$ cat src/rtl/rf_wb_arbiter_if.sv
// Write-back bus between the requesters and the register-file write arbiter.
// The arbiter sits on the slave side and the requesters/register file on the master side.
interface rf_wb_arbiter_if #(
  parameter int NUM_REQ = 3,
  parameter int DATA_W  = 16,
  parameter int REG_AW  = 3
);
  logic [NUM_REQ-1:0]        i_req_valid;
  logic [NUM_REQ*REG_AW-1:0] i_req_reg;
  logic [NUM_REQ*DATA_W-1:0] i_req_data;
  logic                      i_lock;
  logic [NUM_REQ-1:0]        o_req_ready;
  logic                      o_RF_write;
  logic [REG_AW-1:0]         o_reg_w;
  logic [DATA_W-1:0]         o_data_w;
  logic                      o_busy;

  modport master (
    output i_req_valid, i_req_reg, i_req_data, i_lock,
    input  o_req_ready, o_RF_write, o_reg_w, o_data_w, o_busy
  );

  modport slave (
    input  i_req_valid, i_req_reg, i_req_data, i_lock,
    output o_req_ready, o_RF_write, o_reg_w, o_data_w, o_busy
  );
endinterface

$ cat src/rtl/rf_wb_arbiter.sv
// Round-robin arbiter for the single register-file write port, with a debug lock.
// The granted write is registered and presented to the register file one cycle later.
module rf_wb_arbiter #(
  parameter int NUM_REQ = 3,
  parameter int DATA_W  = 16,
  parameter int REG_AW  = 3
) (
  input  logic              clk,
  input  logic              rst,
  rf_wb_arbiter_if.slave    bus
);

  localparam int PTR_W = (NUM_REQ > 1) ? $clog2(NUM_REQ) : 1;
  localparam logic [NUM_REQ-1:0] DBG_ONLY = NUM_REQ'(1) << (NUM_REQ - 1);

  logic [PTR_W-1:0]   ptr_q, ptr_d;
  logic               rf_write_q, rf_write_d;
  logic [REG_AW-1:0]  reg_q, reg_d;
  logic [DATA_W-1:0]  data_q, data_d;

  logic [NUM_REQ-1:0] eligible;
  logic [NUM_REQ-1:0] gnt_oh;
  logic               gnt_any;
  logic [PTR_W-1:0]   gnt_idx;
  logic [PTR_W:0]     cand;
  logic [PTR_W-1:0]   idx;

  // While locked, only the debug requester (highest index) may win.
  assign eligible = bus.i_req_valid & (bus.i_lock ? DBG_ONLY : '1);

  always_comb begin
    // NOTE: every combinational output gets a default first so no path leaves it unassigned (no latch).
    gnt_any = 1'b0;
    gnt_idx = '0;
    gnt_oh  = '0;
    cand    = '0;
    idx     = '0;
    for (int k = 0; k < NUM_REQ; k++) begin
      cand = {1'b0, ptr_q} + (PTR_W+1)'(k);
      if (cand >= (PTR_W+1)'(NUM_REQ)) cand = cand - (PTR_W+1)'(NUM_REQ);
      idx = cand[PTR_W-1:0];
      // Ready is held low during reset even though the scan itself is combinational.
      if (rst && !gnt_any && eligible[idx]) begin
        gnt_any     = 1'b1;
        gnt_idx     = idx;
        gnt_oh[idx] = 1'b1;
      end
    end
  end

  always_comb begin
    ptr_d      = ptr_q;
    rf_write_d = gnt_any;
    reg_d      = reg_q;
    data_d     = data_q;
    if (gnt_any) begin
      ptr_d  = (gnt_idx == PTR_W'(NUM_REQ - 1)) ? '0 : gnt_idx + 1'b1;
      reg_d  = bus.i_req_reg[gnt_idx*REG_AW +: REG_AW];
      data_d = bus.i_req_data[gnt_idx*DATA_W +: DATA_W];
    end
  end

  always_ff @(posedge clk or negedge rst) begin
    if (!rst) begin
      ptr_q      <= '0;
      rf_write_q <= 1'b0;
      reg_q      <= '0;
      data_q     <= '0;
    end else begin
      // NOTE: state registers use non-blocking assignment so all flops sample pre-edge values together.
      ptr_q      <= ptr_d;
      rf_write_q <= rf_write_d;
      reg_q      <= reg_d;
      data_q     <= data_d;
    end
  end

  assign bus.o_req_ready = gnt_oh;
  assign bus.o_RF_write  = rf_write_q;
  assign bus.o_reg_w     = reg_q;
  assign bus.o_data_w    = data_q;
  // Lock-blocked requests are still valid, so they count as waiting.
  assign bus.o_busy      = |(bus.i_req_valid & ~gnt_oh);

endmodule

$ cat src/flat_wrapper.sv
// flat-port wrapper written by rule: the top's interface ports become plain ports
module rf_wb_arbiter_flat 
#(
  parameter int NUM_REQ = 3,
  parameter int DATA_W  = 16,
  parameter int REG_AW  = 3
)
  (clk, rst, bus_i_req_valid, bus_i_req_reg, bus_i_req_data, bus_i_lock, bus_o_req_ready, bus_o_RF_write, bus_o_reg_w, bus_o_data_w, bus_o_busy);
  rf_wb_arbiter_if #(.NUM_REQ(NUM_REQ), .DATA_W(DATA_W), .REG_AW(REG_AW)) bus_i ();
  input  logic clk;
  input  logic rst;
  input wire logic [$bits(bus_i.i_req_valid)-1:0] bus_i_req_valid;
  input wire logic [$bits(bus_i.i_req_reg)-1:0] bus_i_req_reg;
  input wire logic [$bits(bus_i.i_req_data)-1:0] bus_i_req_data;
  input wire logic [$bits(bus_i.i_lock)-1:0] bus_i_lock;
  output wire logic [$bits(bus_i.o_req_ready)-1:0] bus_o_req_ready;
  output wire logic [$bits(bus_i.o_RF_write)-1:0] bus_o_RF_write;
  output wire logic [$bits(bus_i.o_reg_w)-1:0] bus_o_reg_w;
  output wire logic [$bits(bus_i.o_data_w)-1:0] bus_o_data_w;
  output wire logic [$bits(bus_i.o_busy)-1:0] bus_o_busy;
  assign bus_i.i_req_valid = bus_i_req_valid;
  assign bus_i.i_req_reg = bus_i_req_reg;
  assign bus_i.i_req_data = bus_i_req_data;
  assign bus_i.i_lock = bus_i_lock;
  assign bus_o_req_ready = bus_i.o_req_ready;
  assign bus_o_RF_write = bus_i.o_RF_write;
  assign bus_o_reg_w = bus_i.o_reg_w;
  assign bus_o_data_w = bus_i.o_data_w;
  assign bus_o_busy = bus_i.o_busy;
  rf_wb_arbiter #(.NUM_REQ(NUM_REQ), .DATA_W(DATA_W), .REG_AW(REG_AW)) u_core (.clk(clk), .rst(rst), .bus(bus_i));
endmodule
$ cat config.mk
export PLATFORM = sky130hd
export DESIGN_NAME = rf_wb_arbiter_flat
export DESIGN_NICKNAME = d
export VERILOG_FILES = /design/src/rtl/rf_wb_arbiter_if.sv /design/src/rtl/rf_wb_arbiter.sv /design/src/flat_wrapper.sv
export SDC_FILE = /design/constraint.sdc
export NUM_CORES = 1
export LEC_CHECK = 0
export CAP_MARGIN = 20
export CORE_ASPECT_RATIO = 0.6
export CORE_MARGIN = 2
export CORE_UTILIZATION = 37
export CTS_BUF_LIST = sky130_fd_sc_hd__clkbuf_8
export DETAILED_ROUTE_END_ITERATION = 12
export GPL_TIMING_DRIVEN = 0
export MAX_ROUTING_LAYER = met4
export PLACE_DENSITY = 0.79
export SYNTH_ARGS = -nofsm -noshare
export SYNTH_HDL_FRONTEND = slang
export SYNTH_SLANG_ARGS = --single-unit
export TNS_END_PERCENT = 1
$ cat constraint.sdc
create_clock -name clk -period 3.1 [get_ports clk]
set_clock_uncertainty 0.2 [all_clocks]
set_input_delay 0.93 -clock clk [delete_from_list [all_inputs] [get_ports clk]]
set_output_delay 0.93 -clock clk [all_outputs]
set_load 0.05 [all_outputs]
### Wiring by layer

Only two layers are drawn.
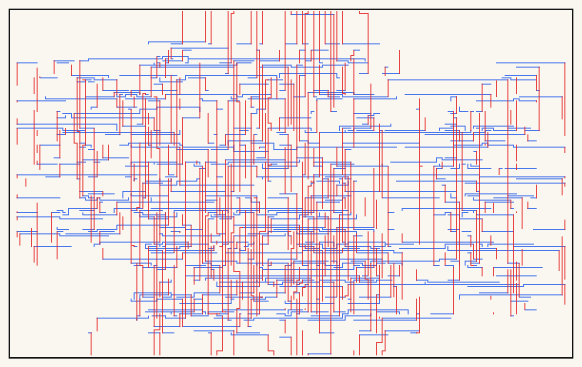
color	layer	wire length
red	M2	2340 um
blue	M1	2600 um
Total Wirelength: 5440 um
via count: 1730
drt wl/cell: 16.9 um
total track usage: 21.5%

### Supply network

Bar = 20 um. Pins as bars on the die edge. Tap cells in gray.
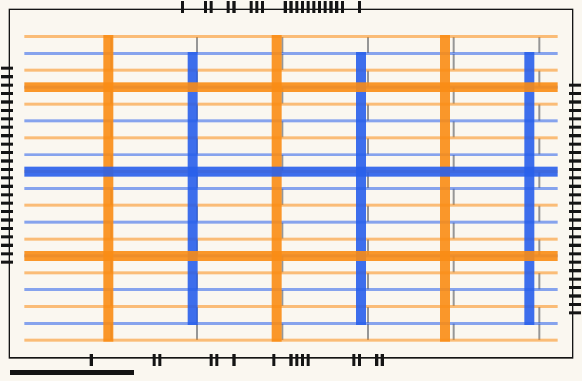
color	net
blue	VDD
orange	VSS
signal pins	87
met4 straps	6
rows	18

==> impl_metrics.toml <==
# physical design summary
[outcome]
outcome = "finished with violations"
violations = "negative setup slack"

[synthesis]
synth-seq-cells = 22
fa_ha_area_share_pct = 3.01
ys_cells = 155
synth_cells = 155
mux_share_pct = 14.1
top_cell_area_share_pct = 33.1
syn_nets = 222
topCellsByArea = "dfrtp_1, o211ai_2, mux2i_1"
top_cell = "dfrtp_1"
synth.yosys.seq_area_share_pct = 33.1
avgSynthCellArea_um2 = 10.7
ys_warn_count = 0
async_flop_share_pct = 100
synthTopCellsByCount = "dfrtp_1, nand3_1, o21ai_0"
yosys-stat-area_mm2 = 0.00167
yosysTopAreaCell = "dfrtp_1"
logic_family = "AND-OR/OR-AND gates"
netlist_area_mm2 = 0.00167
edf_count = 0
xor_area_share_pct = 0
yosys.area_share.simple_pct = 16.1

[final_layout]
buf_share_pct = 38.1
inverters_excl_clock = 4
sh_comb_area_pct = 38.1
fin_util_pct = 69.5
fin_nets = 329
clock_area_share_pct = 1.88
clock_buffers = 4
seqCellArea_um2 = 552
diodes = 0
fillers = 319
drive_gt1_share_pct = 27.2
multi_input_comb_cells = 116
largest_class = "non-clock buffers"
logic_area_mm2 = 0.00111
stdcell_area_mm2 = 0.00293
flops = 22
non_clock_buffer_count = 115

[place]
placed_area_mm2 = 0.00268
gp_congestion = 0.844
place_worst_setup_slack_ps = -1730
dpl.cell_count = 302
hpwl_um = 3940
io_buffer_count = 86

[global_routing]
grt_pass1_wl_um = 8540
grt_pass1_vias = 1762
grt_overflow = 0
grt_max_degree = 21
antenna_found_initial = 0

[critical_path]
worstSetupPathType = "flip-flop to primary output"
cp_slowest_stage_delay_ps = 560
setup.worst_path.start = "u_core.ptr_q[1]$_DFFE_PN0P_"
worstSetupEndpointType = "primary output"
path_max_fanout = 4
r2r-end = "u_core.bus.o_data_w[7]$_DFFE_PN0P_"
slowest_stage = "or4b_4"
path_cells = "ha_4 > mux2_4 > a21o_1 > or4b_4 > nand4_1 > o221ai_4 > buf_6"
r2r_setup_slack_ps = 120
r2r_cells = 10
crit_path_end = "bus_o_busy"
cp.required_ps = 1970
r2r_start = "u_core.ptr_q[0]$_DFFE_PN0P_"
crit_arrival_ps = 2540
startpoint_type = "flip-flop"

[timing]
setup_viol = 4
fin_crit_ps = 3670
tns_ps = -1730
setup_slack_ps = -569
hold_viol_final = 0
rsz0062_at_grt = "yes"
relSlewSlack_pct = 52.9
slew_viol_final = 0
period_used_pct = 118

[drt]
firstDrtPassIters = 4
vias_per_cell = 5.39
postRouteAntennaNets = 0
drt_iter0_markers = 131

[pwr]
ir_worst_vdd_uv = 545
power.density_mw_per_mm2 = 1000
p_leak_nw = 1.24

[clocking]
ctsHtreeMaxLevel = 1
cts_hold_buf = 0
cts_made_buffers = 3
clock_latency_ps = 260
cts_tree = "built"
cts_buffer_depth = 2

[floorplanning]
tap_cells = 60
die_y_um = 56.0
core_area_mm2 = 0.00421
rows = 18

[worst_hold_path]
hp-class = "input pin to async pin"

[run]
warnings = 32
### A small window of the routed layout

Region (55, 1) to (80, 26) um. Cells in gray, sequential cells in the stronger gray; small squares are vias.
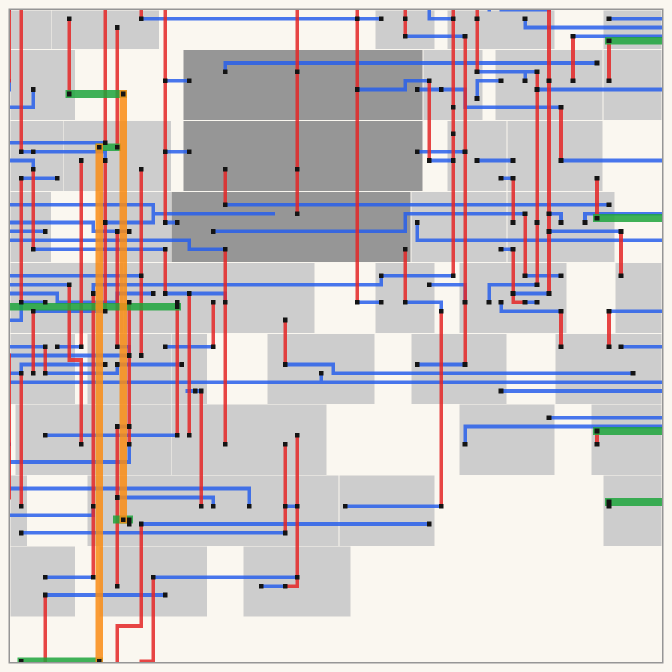
color	layer
blue	M1
red	M2
orange	M4
green	M3
cells with their middle in the window	37
sequential cells in the window	3
netlist names of flops here include	`u_core.bus.o_data_w` (2), `u_core.bus.o_reg_w` (1)
most frequent	clkdlybuf4s50_1 (9), buf_6 (5)

### Register map, names as in the netlist

Other sequential cells in the stronger gray, the rest of the logic in the fainter gray.
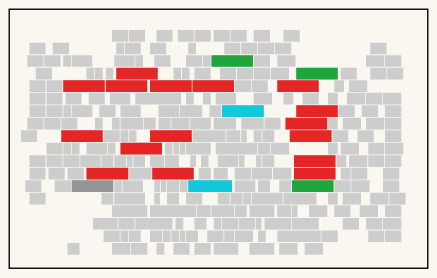
color	signal	placed flops
cyan	`u_core.ptr_q`	2
green	`u_core.bus.o_reg_w`	3
red	`u_core.bus.o_data_w`	16
not colored	1

==> flip-flops by register name, summed over array words and instances, names as in the netlist <==
name / flops
u_core.bus.o_data_w: 16
u_core.bus.o_reg_w: 3
u_core.ptr_q: 2
u_core.bus.o_RF_write: 1
==> stage by stage <==
step	power, mW	hold WS (ps)
6_report	2.93	273
5_1_grt	3.08	264
4_1_cts	2.88	271
3_5_place_dp	2.48	314
3_3_place_gp	2.46	307
2_1_floorplan	1.90	364
==> report_power, final <==
group          switching (mW)  internal (mW)  leakage (nW)  total (mW)
Clock                  0.0927          0.113        0.0288       0.206
Combinational            1.24          0.968         0.956        2.21
Sequential             0.0769          0.436         0.259       0.513
==> metal layers <==
| metal | vias up | GRT usage (%) | wire, um |
|---|---|---|---|
| met5 | - | - | 0 |
| met1 | 818 | 29.1 | 2600 |
| li1 | 821 | - | - |
| met2 | 81 | 31.8 | 2340 |
| met3 | 10 | 6.50 | 427 |
| met4 | 0 | 4.62 | 77 |
==> repair_timing <==
action,4_1_cts,5_1_grt
pin swaps,9,9
buffers inserted,12,4
gates resized,63,8
endpoints found under the setup margin,25,5
==> placed cells by master (no fill, tap or decap), drive strengths merged, types with 4 or more instances in the layout <==
master,instances
clkbuf,7
nand3,14
ha,4
mux2,9
dfrtp,22
o211ai,11
inv,4
mux2i,13
clkdlybuf4s50,77
nand2,5
buf,34
or3,8
o221a,9
o21ai,16
==> worst max-delay path, delay by kind of cell (launching register included) <==
kind / cells / cell delay [ps]
and+or+nand+nor: 2 / 700
AOI/OAI and AO/OA: 2 / 320
muxes: 1 / 310
buffers and inverters: 1 / 170
adders and majority gates: 1 / 320
DFF: 1 / 450
Power and IR drop assume default switching activity.
